`config.mk`:
```
export PLATFORM = sky130hd
export DESIGN_NAME = imem_boot_loader_flat
export DESIGN_NICKNAME = d
export VERILOG_FILES = /design/src/rtl/imem_boot_loader_if.sv /design/src/rtl/imem_boot_loader.sv /design/src/flat_wrapper.sv
export SDC_FILE = /design/constraint.sdc
export NUM_CORES = 1
export LEC_CHECK = 0
export ABC_AREA = 1
export ABC_CLOCK_PERIOD_IN_PS = 2600
export CORE_ASPECT_RATIO = 0.9
export CORE_MARGIN = 5
export CORE_UTILIZATION = 48
export DETAILED_ROUTE_END_ITERATION = 7
export PLACE_DENSITY_LB_ADDON = 0.2
export REMOVE_ABC_BUFFERS = 1
export SLEW_MARGIN = 40
export SYNTH_ARGS = -nofsm -noshare
export SYNTH_HDL_FRONTEND = slang
export SYNTH_SLANG_ARGS = --single-unit
```
`constraint.sdc`:
```
create_clock -name clk_i -period 2.6 [get_ports clk_i]
set_input_delay 0.52 -clock clk_i [delete_from_list [all_inputs] [get_ports clk_i]]
set_output_delay 0.52 -clock clk_i [all_outputs]
set_load 0.01 [all_outputs]
```
`src/rtl/imem_boot_loader_if.sv`:
```
// Stream and memory-write bundle for imem_boot_loader.
//   rx_data/rx_valid/rx_ready : byte stream (valid/ready handshake)
//   mem_we/mem_waddr/mem_wdata : byte-wide instruction memory write port
// master modport is the loader side; slave is the source/memory side.
interface imem_boot_loader_if #(
  parameter int unsigned N          = 32,
  parameter int unsigned BYTE_WIDTH = 8
) ();
  logic [BYTE_WIDTH-1:0] rx_data;
  logic                  rx_valid;
  logic                  rx_ready;
  logic                  mem_we;
  logic [N-1:0]          mem_waddr;
  logic [BYTE_WIDTH-1:0] mem_wdata;

  modport master (
    input  rx_data, rx_valid,
    output rx_ready, mem_we, mem_waddr, mem_wdata
  );

  modport slave (
    output rx_data, rx_valid,
    input  rx_ready, mem_we, mem_waddr, mem_wdata
  );
endinterface

```
`src/rtl/imem_boot_loader.sv`:
```
// Boot loader: receives a 16-bit little-endian length header followed by the payload bytes,
// writes them to instruction memory starting at address 0, then releases the core reset.
// Ports:
//   clk_i, rst_i (synchronous, active-high)
//   start_i   : begin a load (IDLE/RUN/ERROR)
//   run_i     : release core without loading (IDLE only)
//   bus_io    : stream input and memory write port (master modport)
//   cpu_rst_o : core reset, busy_o : load in progress, done_o : core running,
//   error_o   : header or checksum rejected
// Optional feature: define IMEM_LOADER_CHECKSUM_EN to require a trailing checksum byte
// such that the 8-bit sum of payload and checksum is zero.
module imem_boot_loader #(
  parameter int unsigned N          = 32,
  parameter int unsigned N_INSTR    = 32,
  parameter int unsigned BYTE_WIDTH = 8
) (
  input  logic               clk_i,
  input  logic               rst_i,
  input  logic               start_i,
  input  logic               run_i,
  imem_boot_loader_if.master bus_io,
  output logic               cpu_rst_o,
  output logic               busy_o,
  output logic               done_o,
  output logic               error_o
);

  localparam int unsigned MemBytes  = N_INSTR * BYTE_WIDTH;
  localparam logic [16:0] MemBytesW = 17'(MemBytes);

  typedef enum logic [2:0] {
    StIdle  = 3'd0,
    StLenLo = 3'd1,
    StLenHi = 3'd2,
    StData  = 3'd3,
    StFlush = 3'd4,
    StRun   = 3'd5,
    StError = 3'd6
`ifdef IMEM_LOADER_CHECKSUM_EN
    , StCsum = 3'd7
`endif
  } state_e;

  state_e                state_q, state_d;
  logic [7:0]            len_lo_q, len_lo_d;
  logic [15:0]           len_q, len_d;
  logic [15:0]           addr_q, addr_d;
  logic                  we_q, we_d;
  logic [N-1:0]          waddr_q, waddr_d;
  logic [BYTE_WIDTH-1:0] wdata_q, wdata_d;
  logic                  cpu_rst_q, busy_q, done_q, error_q;
  logic                  rx_ready;
  logic                  accept;
  logic [7:0]            rx_byte;
  logic [15:0]           len_hdr;
`ifdef IMEM_LOADER_CHECKSUM_EN
  logic [7:0]            sum_q, sum_d;
  logic [7:0]            sum_total;
`endif

  always_comb begin
    rx_ready = 1'b0;
    unique case (state_q)
      StLenLo, StLenHi, StData: rx_ready = 1'b1;
`ifdef IMEM_LOADER_CHECKSUM_EN
      StCsum:                   rx_ready = 1'b1;
`endif
      default:                  rx_ready = 1'b0;
    endcase
  end

  assign accept  = bus_io.rx_valid && rx_ready;
  assign rx_byte = bus_io.rx_data[7:0];

  always_comb begin
    state_d  = state_q;
    len_lo_d = len_lo_q;
    len_d    = len_q;
    addr_d   = addr_q;
    we_d     = 1'b0;
    waddr_d  = waddr_q;
    wdata_d  = wdata_q;
    len_hdr  = {rx_byte, len_lo_q};
`ifdef IMEM_LOADER_CHECKSUM_EN
    sum_d     = sum_q;
    sum_total = sum_q + rx_byte;
`endif
    unique case (state_q)
      StIdle: begin
        if (start_i)    state_d = StLenLo;
        else if (run_i) state_d = StRun;
      end
      StLenLo: begin
        if (accept) begin
          len_lo_d = rx_byte;
          state_d  = StLenHi;
        end
      end
      StLenHi: begin
        if (accept) begin
          if (len_hdr == 16'd0 || {1'b0, len_hdr} > MemBytesW) begin
            state_d = StError;
          end else begin
            len_d   = len_hdr;
            addr_d  = 16'd0;
            state_d = StData;
`ifdef IMEM_LOADER_CHECKSUM_EN
            sum_d   = 8'd0;
`endif
          end
        end
      end
      StData: begin
        if (accept) begin
          we_d    = 1'b1;
          waddr_d = {{(N-16){1'b0}}, addr_d};
          wdata_d = bus_io.rx_data;
`ifdef IMEM_LOADER_CHECKSUM_EN
          sum_d   = sum_total;
`endif
          // Stop at L-1 so the address never leaves the loaded image.
          if (addr_q == len_q - 16'd1) begin
`ifdef IMEM_LOADER_CHECKSUM_EN
            state_d = StCsum;
`else
            state_d = StFlush;
`endif
          end else begin
            addr_d = addr_q + 16'd1;
          end
        end
      end
`ifdef IMEM_LOADER_CHECKSUM_EN
      StCsum: begin
        if (accept) state_d = (sum_total == 8'd0) ? StFlush : StError;
      end
`endif
      StFlush: state_d = StRun;
      StRun:   if (start_i) state_d = StLenLo;
      StError: if (start_i) state_d = StLenLo;
      default: state_d = StIdle;
    endcase
  end

  always_ff @(posedge clk_i) begin
    if (rst_i) begin
      state_q   <= StIdle;
      len_lo_q  <= 8'd0;
      len_q     <= 16'd0;
      addr_q    <= 16'd0;
      we_q      <= 1'b0;
      waddr_q   <= '0;
      wdata_q   <= '0;
      cpu_rst_q <= 1'b1;
      busy_q    <= 1'b0;
      done_q    <= 1'b0;
      error_q   <= 1'b0;
`ifdef IMEM_LOADER_CHECKSUM_EN
      sum_q     <= 8'd0;
`endif
    end else begin
      state_q   <= state_d;
      len_lo_q  <= len_lo_d;
      len_q     <= len_d;
      addr_q    <= addr_d;
      we_q      <= we_d;
      waddr_q   <= waddr_d;
      wdata_q   <= wdata_d;
      // Status outputs are decoded from the next state so they line up with state_q.
      cpu_rst_q <= (state_d != StRun);
      done_q    <= (state_d == StRun);
      error_q   <= (state_d == StError);
      busy_q    <= (state_d == StLenLo) || (state_d == StLenHi) || (state_d == StData) ||
`ifdef IMEM_LOADER_CHECKSUM_EN
                   (state_d == StCsum) ||
`endif
                   (state_d == StFlush);
`ifdef IMEM_LOADER_CHECKSUM_EN
      sum_q     <= sum_d;
`endif
    end
  end

  assign bus_io.rx_ready  = rx_ready;
  assign bus_io.mem_we    = we_q;
  assign bus_io.mem_waddr = waddr_q;
  assign bus_io.mem_wdata = wdata_q;
  assign cpu_rst_o        = cpu_rst_q;
  assign busy_o           = busy_q;
  assign done_o           = done_q;
  assign error_o          = error_q;

endmodule

```
`src/flat_wrapper.sv`:
```
// flat-port wrapper written by rule: the top's interface ports become plain ports
module imem_boot_loader_flat 
#(
  parameter int unsigned N          = 32,
  parameter int unsigned N_INSTR    = 32,
  parameter int unsigned BYTE_WIDTH = 8
)
  (clk_i, rst_i, start_i, run_i, cpu_rst_o, busy_o, done_o, error_o, bus_io_rx_data, bus_io_rx_valid, bus_io_rx_ready, bus_io_mem_we, bus_io_mem_waddr, bus_io_mem_wdata);
  imem_boot_loader_if #(.N(N), .BYTE_WIDTH(BYTE_WIDTH)) bus_io_i ();
  input  logic clk_i;
  input  logic rst_i;
  input  logic start_i;
  input  logic run_i;
  output logic cpu_rst_o;
  output logic busy_o;
  output logic done_o;
  output logic error_o;
  input wire logic [$bits(bus_io_i.rx_data)-1:0] bus_io_rx_data;
  input wire logic [$bits(bus_io_i.rx_valid)-1:0] bus_io_rx_valid;
  output wire logic [$bits(bus_io_i.rx_ready)-1:0] bus_io_rx_ready;
  output wire logic [$bits(bus_io_i.mem_we)-1:0] bus_io_mem_we;
  output wire logic [$bits(bus_io_i.mem_waddr)-1:0] bus_io_mem_waddr;
  output wire logic [$bits(bus_io_i.mem_wdata)-1:0] bus_io_mem_wdata;
  assign bus_io_i.rx_data = bus_io_rx_data;
  assign bus_io_i.rx_valid = bus_io_rx_valid;
  assign bus_io_rx_ready = bus_io_i.rx_ready;
  assign bus_io_mem_we = bus_io_i.mem_we;
  assign bus_io_mem_waddr = bus_io_i.mem_waddr;
  assign bus_io_mem_wdata = bus_io_i.mem_wdata;
  imem_boot_loader #(.N(N), .N_INSTR(N_INSTR), .BYTE_WIDTH(BYTE_WIDTH)) u_core (.clk_i(clk_i), .rst_i(rst_i), .start_i(start_i), .run_i(run_i), .bus_io(bus_io_i), .cpu_rst_o(cpu_rst_o), .busy_o(busy_o), .done_o(done_o), .error_o(error_o));
endmodule
```
Wiring heat map:
The die is cut into 21 by 19 equal tiles; white is low, dark blue is high, scaled to the fullest tile. Values are wire area over tile area, all layers added.
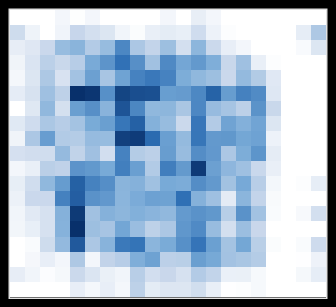
- mean over tiles: 0.15
- densest ninth of the die: centre
- fullest tile: 0.51
- nearly empty tiles: 20%
- tiles over half the peak: 24%
via count: 3589
Tot GR Track Use: 0.196
wire length per cell: 13.7 um
Total Wirelength: 9430 um

A small window of the routed layout:
Bar = 5 um. Region (69, 62) to (89, 82) um. Cells in grey, sequential cells in the stronger grey; small squares are vias.
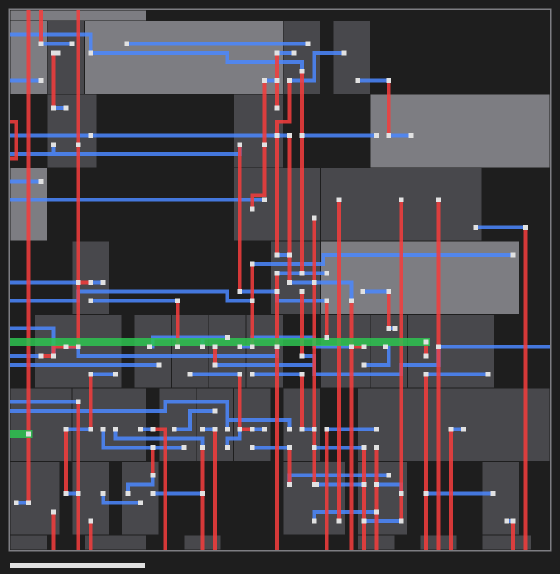
- met2: red
- met1: blue
- met3: green
- most frequent: inv_1 (7), nand2_1 (5)
- netlist names of flops here include: u_core.len_q (3)
- sequential cells in the window: 3
- cells with their middle in the window: 33

==> results.ini <==
[status]
outcome=finished clean

[min_path]
whs_endpoint=u_core.len_q[15]
min_path_cells=2
min_path_type=reg -> reg

[final_timing]
max_clock_freq_mhz=416
fin_crit_ps=2400
fin_ws_ps=195
fin_skew_ps=8.35
post-route-period-util=0.925
setup_tns_ps=0
finalSetupViolations=0
timing.hold.ws_ps=475
tightest_slew_ps=496
maxSlewHeadroom=0.667
hold_viol=0

[critical_path]
cp-end-kind=flop
r2r-end=u_core.addr_q[1]
worstPathMaxFanout=17
r2r-start=u_core.len_q[0]
cp.required_ps=2830
reg2reg_slack_ps=200
cp-startpoint=u_core.len_q[0]
crit_type=reg -> reg
critPathLaunchType=flop

[placement]
dp_hpwl_um=6840
port-buffer-count=42
pre_cts_ws_ps=63.2
gp_congestion=0.858
dp.cells=672

[logic_synthesis]
syn_avg_cell_area_um2=7.17
postSynthSeqShare=0.367
ff_type=dfxtp_1
ys_ff=72
ys_area_mm2=0.00392
topCellsByArea=dfxtp_1, nor2_1, nand2_1
synth_warnings=0
synth.distinct_cells=41
yosysMostFrequentCell=nor2_1
syn-instance-count=547
synth_top_cell_by_area=dfxtp_1
ys_top_cells_by_count=nor2_1, nand2_1, dfxtp_1, inv_1, o21ai_0
yosys_cells=547
postSynth.asyncResetShare=0

[cts]
cts_tree=done
clockRootBuffer=clkbuf_8
clk_pin_slew_worst_paths_ps=80
cts_hold_buffers=0
clock_latency_ps=360

[cells_and_area]
fillCellCount=746
final_core_util=0.571
num_antenna_cells=0
area_delta_synth_final_pct=16.8
fin_cells=688
drive_gt1_frac=0.132
finalInstanceArea_mm2=0.00458
final_layout_top_logic_cell=nor2_1
fin_nets=599

[power_and_ir_drop]
intPower_uw=1970
seqPwrFrac=0.441
switching_share=0.323
vdd_ir_drop_max_mv=0.524
leakage_uw=0.00194
power_switching_uw=940

[die]
die-area_mm2=0.0101
fp_util=0.489
rows=31
die_h_um=95.8
core_area_mm2=0.00803
ios=59
die_x_um=105

[global_route]
grt_pass1_wl_um=15900
grt_pass1_vias=3356
gr-total-overflow=0
antenna_found_initial=0

[drt]
ant_nets=0
firstDrtPassIters=5
drtIter0Drc=151
detail_route.vias_per_cell=5.22
drcViolationCount=0

[run]
drv_cap=0
warning_count=25

Metal layers overlaid:
Bar = 20 um. Two of the layers only.
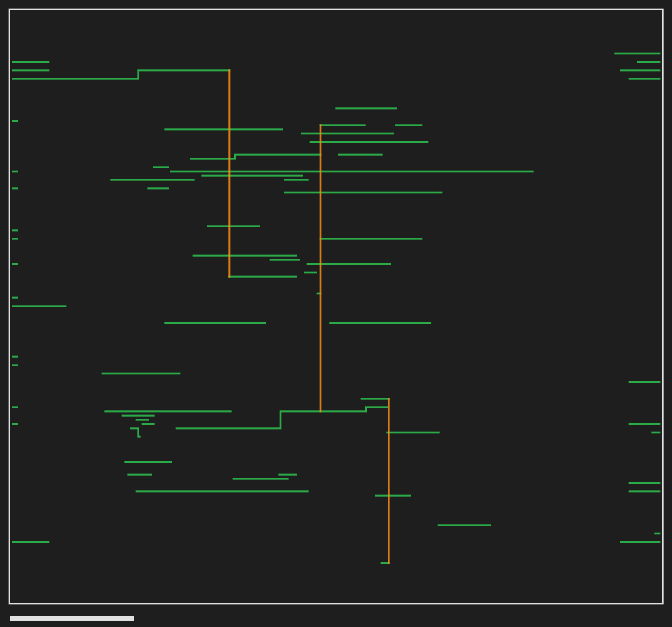
- met4: orange (wire length 106 um)
- met3: green (wire length 607 um)

Signal wires on met1:
Bar = 20 um.
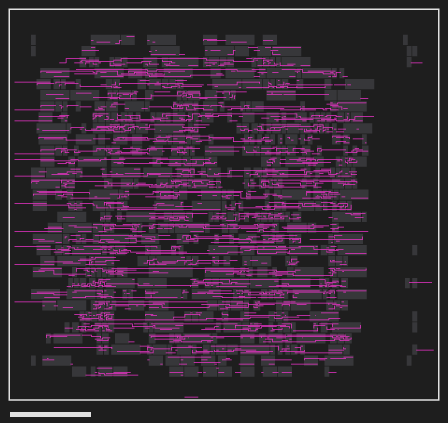
- wire length on this layer: 4530 um
- share of all routed wire: 48%
- longest straight run: 44.6 um
- nets with wire on the layer: 558
- main direction: horizontal
M1 GR Usage: 0.267

==> per-layer routing <==
layer  GRT usage  wire [um]
met2       0.312       4180
met3      0.0449        606
met4      0.0568        106
met1       0.267       4530
met5           0          0
==> worst max-delay path: stages, from the launching register on <==
cell and delay, ps:
dfxtp_1 350, inv_2 90, ha_1 290, or2_1 250, nand2_1 60, nand2_1 50
nand2_1 50, nand2_1 50, nor2_1 90, nand3_1 90, nor2_2 140, nand3_2 180
nand2_8 220, nand2_8 140, o21ai_1 160, nor2_1 60
==> layout make-up <==
class,instances,area (um2),share of cell area
clock inverter,6,67.6,0.0147
inverter,54,203,0.0442
clock buffer,10,138,0.0300
multi-input combinational,396,2110,0.460
tap,99,124,0.0270
sequential,72,1440,0.314
timing repair buffer,51,500,0.109
==> what timing repair did <==
action | in CTS | in global routing
endpoints found under the hold margin | 0 | 0
setup endpoints to repair | 0 | 13
setup buffers | 0 | 0
resized | 0 | 2
==> power groups by stage <==
stage	combinational (uW)	clock [uW]	sequential (uW)
final	708	919	1290
after floorplan	397	0	1320
after global routing	785	993	1300
after CTS	704	944	1280
after global placement	684	0	1300
after detailed placement	699	0	1310
==> state kept, by name (all words and copies together) (netlist names) <==
register	flops
u_core.addr_q	16
u_core.bus_io.mem_waddr	16
u_core.bus_io.mem_wdata	8
u_core.bus_io.mem_we	1
u_core.busy_o	1
u_core.cpu_rst_o	1
u_core.done_o	1
u_core.error_o	1
u_core.len_lo_q	8
u_core.len_q	16
u_core.state_q	3
==> cells by family after synthesis <==
group,count (synthesis),synth area share
buffers and inverters,94,0.114
flip-flops,72,0.367
adder cells (fa/ha/maj),2,0.00638
AND-OR/OR-AND,101,0.142
XOR/XNOR,22,0.0491
other,1,0.000956
AND/OR/NAND/NOR,255,0.320
Power figures rest on the tool's default switching activity, not on a simulated workload.
